==> src/rtl/div_restoring_4.sv <==
// rtl/div_restoring_4.sv - sequential unsigned restoring divider with start/busy/done handshake
//
// Ports:
//   clk      rising-edge clock
//   reset_n  synchronous active-low reset
//   Start    request, sampled only in IDLE together with A and B
//   A        dividend
//   B        divisor
//   Quo      quotient, registered, updated only on entry to DONE
//   Rem      remainder, registered, updated only on entry to DONE
//   Busy     high while iterating
//   Done     one-cycle pulse, Quo/Rem/DivZero valid
//   DivZero  registered flag, last accepted operation had B == 0

module div_restoring_4 #(
    parameter int WIDTH = 4
) (
    input  logic             clk,
    input  logic             reset_n,
    input  logic             Start,
    input  logic [WIDTH-1:0] A,
    input  logic [WIDTH-1:0] B,
    output logic [WIDTH-1:0] Quo,
    output logic [WIDTH-1:0] Rem,
    output logic             Busy,
    output logic             Done,
    output logic             DivZero
);

    localparam int CW = $clog2(WIDTH + 1);

    typedef enum logic [1:0] {
        IDLE = 2'd0,
        RUN  = 2'd1,
        DONE = 2'd2
    } state_t;

    state_t           state;
    state_t           state_nx;

    // The dividend register doubles as the quotient register: each iteration
    // shifts a dividend bit out at the MSB and a quotient bit in at the LSB.
    logic [WIDTH-1:0] dvd;
    logic [WIDTH-1:0] dsr;
    logic [WIDTH:0]   p;
    logic [CW-1:0]    cnt;

    logic [WIDTH:0]   p_sh;
    logic [WIDTH:0]   diff;
    logic [WIDTH:0]   p_nx;
    logic [WIDTH-1:0] dvd_nx;
    logic             qbit;
    logic             last;

    // One trial subtraction per cycle; a negative difference (MSB set) restores.
    always_comb begin
        p_sh   = {p[WIDTH-1:0], dvd[WIDTH-1]};
        diff   = p_sh + ~{1'b0, dsr} + {{WIDTH{1'b0}}, 1'b1};
        qbit   = ~diff[WIDTH];
        p_nx   = qbit ? diff : p_sh;
        dvd_nx = {dvd[WIDTH-2:0], qbit};
        last   = (cnt == CW'(1));
    end

    always_comb begin
        state_nx = state;
        Busy     = 1'b0;
        Done     = 1'b0;
        case (state)
            IDLE: begin
                if (Start) begin
                    state_nx = (B == '0) ? DONE : RUN;
                end
            end
            RUN: begin
                Busy = 1'b1;
                if (last) begin
                    state_nx = DONE;
                end
            end
            DONE: begin
                Done     = 1'b1;
                state_nx = IDLE;
            end
            default: state_nx = IDLE;
        endcase
    end

    always_ff @(posedge clk) begin
        if (!reset_n) begin
            state   <= IDLE;
            dvd     <= '0;
            dsr     <= '0;
            p       <= '0;
            cnt     <= '0;
            Quo     <= '0;
            Rem     <= '0;
            DivZero <= 1'b0;
        end else begin
            state <= state_nx;
            case (state)
                IDLE: begin
                    if (Start) begin
                        if (B == '0) begin
                            Quo     <= '1;
                            Rem     <= A;
                            DivZero <= 1'b1;
                        end else begin
                            dvd <= A;
                            dsr <= B;
                            p   <= '0;
                            cnt <= CW'(WIDTH);
                        end
                    end
                end
                RUN: begin
                    p   <= p_nx;
                    dvd <= dvd_nx;
                    cnt <= cnt - CW'(1);
                    // Results are taken from the final iteration's next values
                    // so they appear in the same cycle as Done.
                    if (last) begin
                        Quo     <= dvd_nx;
                        Rem     <= p_nx[WIDTH-1:0];
                        DivZero <= 1'b0;
                    end
                end
                default: ;
            endcase
        end
    end

endmodule

==> config.mk <==
export PLATFORM = sky130hd
export DESIGN_NAME = div_restoring_4
export DESIGN_NICKNAME = d
export VERILOG_FILES = /design/src/rtl/div_restoring_4.sv
export SDC_FILE = /design/constraint.sdc
export NUM_CORES = 1
export LEC_CHECK = 0
export ABC_CLOCK_PERIOD_IN_PS = 3300
export CORE_ASPECT_RATIO = 0.7
export CORE_MARGIN = 3
export CORE_UTILIZATION = 40
export CTS_CLUSTER_DIAMETER = 100
export DETAILED_ROUTE_END_ITERATION = 7
export SLEW_MARGIN = 10
export SYNTH_ARGS = -nofsm -noshare
export SYNTH_HDL_FRONTEND = slang
export SYNTH_SLANG_ARGS = --single-unit
==> constraint.sdc <==
create_clock -name clk -period 3.3 [get_ports clk]
set_clock_uncertainty 0.05 [all_clocks]
set_input_delay 0.99 -clock clk [delete_from_list [all_inputs] [get_ports clk]]
set_output_delay 0.99 -clock clk [all_outputs]
set_load 0.01 [all_outputs]
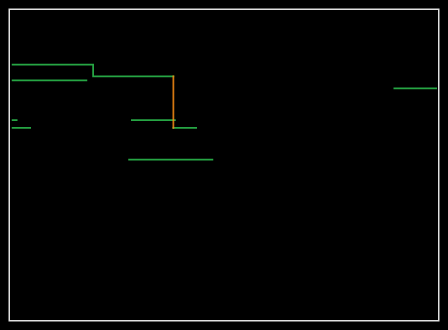
Fig. 1. Wiring by layer (run 1).
Two of the layers only.
legend:
  met3:
    color: green
    wire_length: 78.6 um
  met4:
    color: orange
    wire_length: 8.80 um

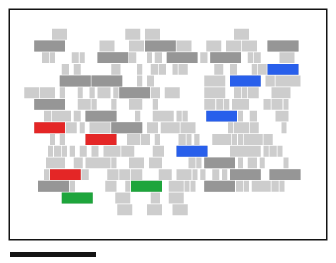
Fig. 2. Sequential cells grouped by signal name (run 1).
Bar = 20 um. Other sequential cells in the stronger gray, the rest of the logic in the fainter gray.
legend:
  state:
    color: green
    placed_flops: 2
  p:
    color: blue
    placed_flops: 4
  cnt:
    color: red
    placed_flops: 3
not colored: 17
Power Sequential: 0.000357 W
final core occ: 54.0%
register area: 520 um2

==> out/results.tsv, run 1 <==
metric	value	unit
Hold EP	dsr[3]	
chip height	53.2	um
RSZ-0062 raised after global routing	false	
Post-synth ARST share	0	%
Net count, final	195	
postcts setup bufs	0	
layout cells sized above 1	10.8	%
Yosys reg bits	26	
ys cells	153	
Late-Pin Clk Latency	0.27	ns
first drt pass iteration count	4	
GRT overflow	0	
clock root buffer master	clkbuf_8	
top post-synthesis cells by count	dfxtp_1, nand2_1, nor2_1, a21oi_1, inv_1	
via count	1093	
I/O Pins	22	
Tightest Hold Check Type	reg2reg	
setup TNS	0	ns
CP Class	in2reg	
Slew Limit Fails	0	
run status	finished, final reports clean	
FF-to-FF Start	dvd[3]	
die area	0.00391	mm2
OpenROAD warning count	27	
distinct lib cells	36	
Min Hold Slack	0.412	ns
CP Max Fanout	11	
synthesized area	0.00127	mm2
RD Place Congestion	0.783	
CTS Buf Count	3	
max_cap viols	0	
port buffer count	21	
largest net degree at the start of global routing	21	
Startpoint Class	input port	
flop2flop setup slack	0.90	ns
Synth-to-Final Area Change	23.8	%
DRC Markers	0	
Peak Freq	378	MHz
min-delay src	dsr[3]	
yosys stat area	0.00127	mm2
CTS tree	done	
Leak	0.595	nW
standard-cell row count	16	
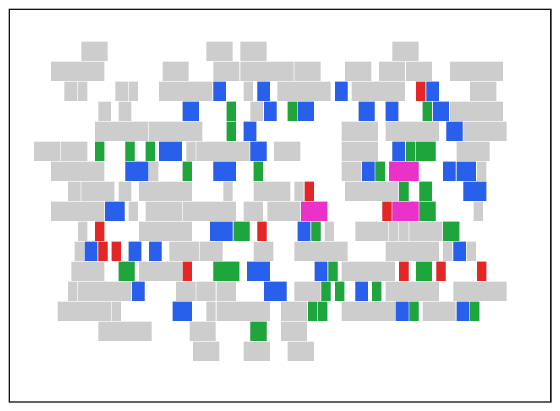
Fig. 3. Logic cells by family (run 1).
legend:
  multiplexers:
    color: magenta
    cells: 3
    most_used: mux2i_1
  NAND gates:
    color: green
    cells: 30
    most_used: nand2_1
  inverters:
    color: red
    cells: 11
    most_used: inv_1
  inverting AOI/OAI gates:
    color: blue
    cells: 36
    most_used: a21oi_1
Commonest Layout Cell: dfxtp_1
non-filler instance count after layout: 212
logic share of the area: 43.3%

run 1: placed cells by master (no fill, tap or decap):
cell | netlist | routed
mux2_2 | 1 | 1
o21ai_0 | 4 | 4
or3_4 | 1 | 1
xor2_2 | 2 | 2
clkbuf_8 | 0 | 4
clkinv_1 | 1 | 1
a21oi_2 | 3 | 3
and2b_1 | 1 | 1
dfxtp_1 | 26 | 26
a31oi_1 | 6 | 6
nor3_1 | 7 | 7
nand2_1 | 21 | 21
a22oi_1 | 1 | 1
ha_1 | 6 | 6
a21o_2 | 1 | 1
inv_2 | 1 | 1
nand2b_1 | 5 | 5
a21o_1 | 1 | 1
o41ai_1 | 1 | 1
a21oi_1 | 13 | 13
o21ai_1 | 3 | 3
nand3b_1 | 1 | 1
o211ai_1 | 1 | 1
buf_4 | 0 | 3
inv_1 | 9 | 9
nor4_2 | 1 | 1
clkdlybuf4s50_1 | 0 | 21
nor2_1 | 20 | 20
nand3_2 | 1 | 1
mux2i_1 | 2 | 2
a211oi_1 | 1 | 1
fa_1 | 1 | 1
nand2_2 | 1 | 1
nand3_1 | 1 | 1
nor3b_1 | 1 | 1
a311oi_1 | 3 | 3
run 1: final cells by class:
class                      count  share of cell area [%]
multi-input combinational    111                    43.3
sequential                    26                    33.0
timing repair buffer          24                    14.7
clock buffer                   4                    3.49
tap                           36                    2.85
inverter                      11                    2.61
run 1: power breakdown:
group          switching, W  internal (W)
Clock             0.0000993      0.000107
Sequential        0.0000188      0.000339
Combinational     0.0000973     0.0000793
run 1: worst max-delay path, stage by stage:
cell	delay, ns
clkdlybuf4s50_1	0.46
nor4_2	0.45
nand3_2	0.14
a21oi_2	0.45
o21ai_0	0.15
a31oi_1	0.15
run 1: kinds of logic after synthesis:
group / synth area share [%]
AND-OR/OR-AND: 18.6
XOR/XNOR: 2.55
adder cells (fa/ha/maj): 7.46
buffers and inverters: 5.50
flip-flops: 40.8
multiplexers: 2.45
AND/OR/NAND/NOR: 22.6
run 1: through the flow:
stage / instance area, um2 / power (W) / cells / setup WS [ns]
after floorplan: 1270 / 0.000479 / 153 / 1.15
after global placement: 1520 / 0.000537 / 208 / 0.431
final: 1580 / 0.000740 / 212 / 0.652
after global routing: 1580 / 0.000791 / 212 / 0.508
after detailed placement: 1520 / 0.000542 / 208 / 0.361
after CTS: 1580 / 0.000749 / 212 / 0.651
run 1: metal layers:
metal	track usage [%]	wire length, um	up-vias	part of all wire, %
li1	-	-	573	-
met1	23.4	1520	509	54
met2	25.7	1230	9	43
met3	4.74	78	2	2.8
met4	2.71	8	0	0.28
met5	0	0	-	0
run 1: state kept, by name (all words and copies together) (netlist names):
name and cells:
DivZero 1, Quo 4, Rem 4, cnt 3, dsr 4, dvd 4
p 4, state 2
run 1: how the worst max path moves through the flow:
stage          endpoint  startpoint  slack, ns
2_1_floorplan    Rem[2]      dvd[3]       1.15
3_3_place_gp     Rem[2]        B[3]       0.43
3_5_place_dp     Rem[2]        B[3]       0.36
4_1_cts          Rem[2]        B[3]       0.65
5_1_grt          Rem[2]        B[3]       0.51
6_report         Rem[2]        B[3]       0.65
==> inputs of run 2 (changes only) <==
Settings changed: ABC_CLOCK_PERIOD_IN_PS 3300 to 2630.
Clock period 3.3 ns to 2.63 ns, I/O delays scaled along.
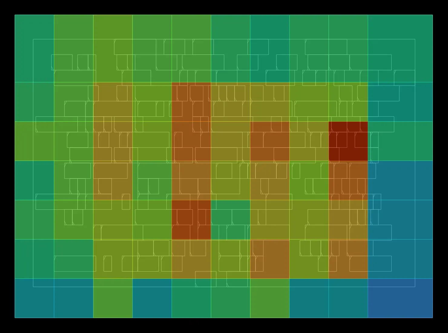
Fig. 4. Congestion heat map (run 2).
global route hottest layer: met2
met2 Use GR: 24.3%
final core occ: 54.2%
total track usage: 16.5%
M1 GR Usage: 22.4%

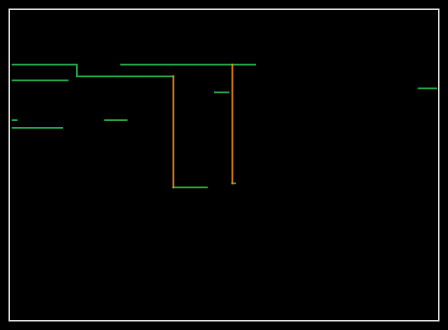
Fig. 5. Wiring by layer (run 2).
Two of the layers only.
legend:
  met3:
    color: green
    wire_length: 86.2 um
  met4:
    color: orange
    wire_length: 39.4 um
drt total wl: 2830 um
via count: 1092
Routed WL per cell: 13.4 um

==> run 2 against run 1 <==
Die size stayed put. Worst setup slack worse by 0.45 ns. Count of clock-buffer cells in the layout is 1 lower. Critical path type is now reg2reg. Design area is 0.40% higher. Worst hold slack better by 0.012 ns. Global-route usage is 0.20 points lower. Critical endpoint unchanged. Combinational power is 27% higher. Via count hardly changed.
==> out/results.tsv, run 2 <==
metric	value	unit	change
Hold EP	dsr[3]		
CP bufs+invs	1		unchanged
standard-cell row count	16		unchanged
largest net degree at the start of global routing	21		unchanged
CP Cell Sequence	inv_1 > ha_1 > fa_1 > nand2b_1 > a21oi_2 > xor2_2 > mux2_2 > a31oi_1		
Net count, final	196		+0.51%
clock root buffer master	clkbuf_8		
placed cell count	209		+0.48%
Startpoint Class	register		
chip height	53.2	um	unchanged
setup TNS	0	ns	unchanged
DRC Markers	0		unchanged
Tightest Hold Check Type	reg2reg		
CP max stage delay	0.41	ns	-0.05 ns
I/O Pins	22		unchanged
Peak Freq	412	MHz	
port buffer count	21		unchanged
non-filler instance count after layout	212		unchanged
run status	finished, final reports clean		
Late-Pin Clk Latency	0.27	ns	about the same
CTS Buf Count	3		unchanged
critical path's top delay family	adder cells		
max_cap viols	0		unchanged
flop2flop setup slack	0.21	ns	-0.69 ns
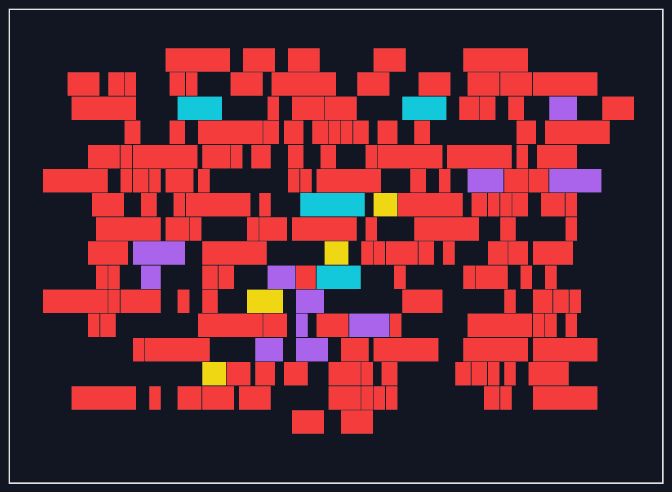
Fig. 6. Cell sizes after repair (run 2).
legend:
  drive 2:
    color: purple
    cells: 11
    share: 6.3%
    most_used: a21oi_2
  drive 6 and up:
    color: cyan
    cells: 4
    share: 2.3%
    most_used: clkbuf_8
  drive 1 or less:
    color: red
    cells: 157
    share: 89%
    most_used: dfxtp_1
  drive 3 to 4:
    color: yellow
    cells: 4
    share: 2.3%
    most_used: buf_4

## run 2: worst register-to-register path, stage by stage (launching register included)
cell      delay [ns]
dfxtp_1         0.34
inv_1           0.06
ha_1            0.21
fa_1            0.38
nand2b_1        0.20
a21oi_2         0.18
xor2_2          0.37
mux2_2          0.42
a31oi_1         0.14
## run 2: cells by family (layout without fill, tap and decap cells)
logic type      Yosys count  in the layout  share of synthesized area [%]
flops                    26             26                           40.8
simple gates             61             61                           22.6
compound gates           38             38                           18.6
mux                       3              3                           2.45
fa+ha+maj                 7              7                           7.46
buf+inv                  16             39                           5.50
xor+xnor                  2              2                           2.55
## run 2: area by class of cell
type                    instances  area [um2]
clock buffers                   3        41.3
fillers                       287        1340
inverters                      11        41.3
multi-input cells             111         684
flip-flops and latches         26         520
well taps                      36        45.0
repair buffers                 25         253
## run 2: how the worst max path moves through the flow
stage / end / slack [ns] / cells past startpoint
after floorplan: Rem[2] / 0.48 / 8
after global placement: Rem[3] / 0.07 / 6
after detailed placement: cnt[2] / 0.03 / 6
after CTS: Rem[2] / 0.20 / 8
after global routing: Rem[2] / 0.003 / 8
final: Rem[2] / 0.21 / 8
## run 2: per-stage QoR
step	total power [W]	hold slack (ns)	cell area [um2]	worst slack (ns)
3_5_place_dp	0.000683	0.411	1540	0.0259
2_1_floorplan	0.000602	0.386	1270	0.481
4_1_cts	0.000912	0.424	1590	0.196
5_1_grt	0.000955	0.448	1590	0.00328
3_3_place_gp	0.000678	0.400	1540	0.0656
6_report	0.000900	0.424	1590	0.205
## run 2: layer usage
| layer | part of all wire [%] | vias to the layer above | track usage [%] |
|---|---|---|---|
| met3 | 3.0 | 4 | 5.50 |
| met1 | 52 | 502 | 22.4 |
| li1 | - | 574 | - |
| met5 | 0 | - | 0 |
| met2 | 44 | 12 | 24.3 |
| met4 | 1.4 | 0 | 5.72 |
## run 2: power by group
group / internal, W / switching [W]
logic: 0.000102 / 0.000122
clock network: 0.000103 / 0.000124
registers: 0.000425 / 0.0000246
==> inputs of run 3 (changes only) <==
Settings changed: CORE_MARGIN 3 to unset.
==> run 3 against run 2 <==
Routed wire length fell by 2.2%. Worst hold slack got worse by 0.010 ns. Utilization rose by 0.20 points. Synthesized cell count did not move. Via count rose by 2.0%. Sequential power barely moved. Design area fell by 0.32%. Critical endpoint unchanged. Maximum frequency rose by 0.30%. Sequential cell count did not move. Cell count rose by 0.47%. Register-to-register slack barely moved. Power fell by 0.54%. Highest routed layer unchanged.
==> out/results.tsv, run 3 <==
metric	value	unit	change
FF-to-FF Start	dvd[3]		
CTS Buf Count	3		unchanged
total track usage	17.4	%	+0.87 points
RD Place Congestion	0.775		
DRC Markers	0		unchanged
drt total wl	2770	um	-2.2%
setup TNS	0	ns	unchanged
port buffer count	21		unchanged
Final Hold Viols	0		
Min Hold Slack	0.413	ns	-0.0104 ns
Syn Nets	171		
run status	finished, final reports clean		
synthesized area	0.00127	mm2	
simple share	22.6	%	unchanged
standard-cell row count	16		unchanged
maximum VDD drop	413	uV	
Final Instance Area	0.00158	mm2	-0.32%
Seq share, synth	40.8	%	
fa+ha+maj area frac	7.46	%	unchanged
Routed WL per cell	13.0	um	-2.6%
Tightest Hold Check Type	reg2reg		
Layout fillers	281		-2.1%
syn_area_per_cell	8.33	um2	
chip height	49.2	um	-7.5%
XOR Share, Synth	2.55	%	unchanged
area of the multi-input gates	684	um2	unchanged
Peak Freq	414	MHz	+0.30%
RSZ-0062 raised after global routing	false		
max_cap viols	0		unchanged
Startpoint Class	register		
Net count, final	197		+0.51%
clock root buffer master	clkbuf_8		
CP Class	reg2reg		
Late-Pin Clk Latency	0.27	ns	about the same
register area	520	um2	unchanged
I/O Pins	22		unchanged
post-synthesis mux area share	2.45	%	unchanged
via count	1114		+2.0%
Placed Area	0.00154	mm2	-0.32%
Init Core Util	43.9	%	
-- run 3: path summary, 6_finish.rpt --
kind / endpoint / slack, ns / cells past startpoint
min reg2reg: dsr[3] / 0.41 / 2
min: dsr[3] / 0.41 / 2
max reg2reg: Rem[2] / 0.21 / 8
max: Rem[2] / 0.21 / 8
-- run 3: layer usage --
metal	global-route usage (%)	routed length, um	vias up
li1	-	-	575
met4	2.04	6	0
met2	27.7	1230	16
met1	23.8	1440	521
met5	0	0	-
met3	5.37	97	2
-- run 3: cell type report --
cell class | count | share of cell area (%)
clock buffer | 3 | 2.61
inverter | 11 | 2.61
multi-input combinational | 111 | 43.3
sequential | 26 | 32.9
tap | 36 | 2.85
timing repair buffer | 26 | 15.7
-- run 3: where the power goes --
| group | total [W] | switching (W) | internal, W |
|---|---|---|---|
| Combinational | 0.000224 | 0.000122 | 0.000101 |
| Clock | 0.000224 | 0.000121 | 0.000103 |
| Sequential | 0.000448 | 0.0000232 | 0.000425 |
-- run 3: cell families after synthesis --
family | count (synthesis)
simple gates | 61
compound gates | 38
flops | 26
buf+inv | 16
fa+ha+maj | 7
mux | 3
xor+xnor | 2
-- run 3: metrics by stage --
step / setup slack (ns) / power, W / instances
CTS: 0.215 / 0.000903 / 213
floorplan: 0.481 / 0.000602 / 153
global route: 0.0719 / 0.000955 / 213
global placement: 0.0712 / 0.000676 / 210
detailed placement: 0.0593 / 0.000681 / 210
finish: 0.212 / 0.000896 / 213
-- run 3: critical path, stage by stage, from the launching register on --
cell and delay (ns):
dfxtp_1 0.34, inv_1 0.06, ha_1 0.22, fa_1 0.38, nand2b_1 0.19, a21oi_2 0.17
xor2_2 0.37, mux2_2 0.43, a31oi_1 0.14
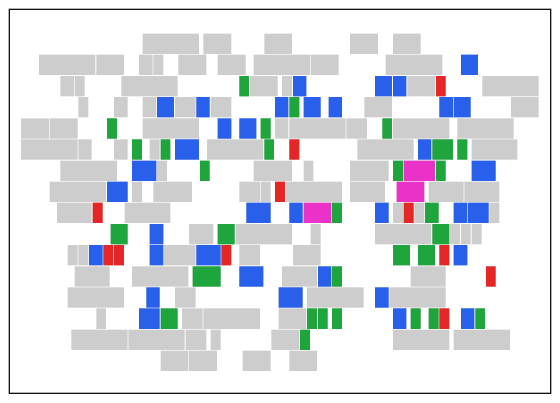
Fig. 7. Logic cells by family (run 3).
legend:
  NAND gates:
    color: green
    cells: 30
    most_used: nand2_1
  inverting AOI/OAI gates:
    color: blue
    cells: 36
    most_used: a21oi_1
  multiplexers:
    color: magenta
    cells: 3
    most_used: mux2i_1
  inverters:
    color: red
    cells: 11
    most_used: inv_1
logic share of the area: 43.3%
non-filler instance count after layout: 213

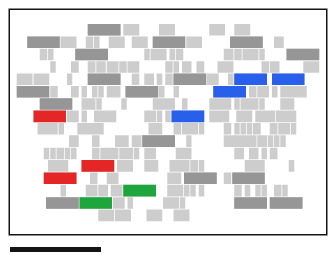
Fig. 8. Sequential cells grouped by signal name (run 3).
Bar = 20 um. Other sequential cells in the stronger gray, the rest of the logic in the fainter gray.
legend:
  p:
    color: blue
    placed_flops: 4
  cnt:
    color: red
    placed_flops: 3
  state:
    color: green
    placed_flops: 2
not colored: 17
Power Sequential: 0.000448 W
sequential fraction of total cell area: 32.9%
final core occ: 54.4%

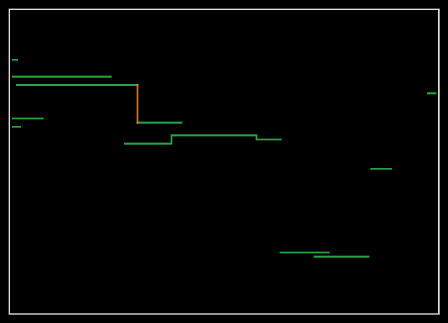
Fig. 9. Wiring by layer (run 3).
Two of the layers only.
legend:
  met3:
    color: green
    wire_length: 97.6 um
  met4:
    color: orange
    wire_length: 6.10 um

Power is estimated from default activity; no workload was simulated.
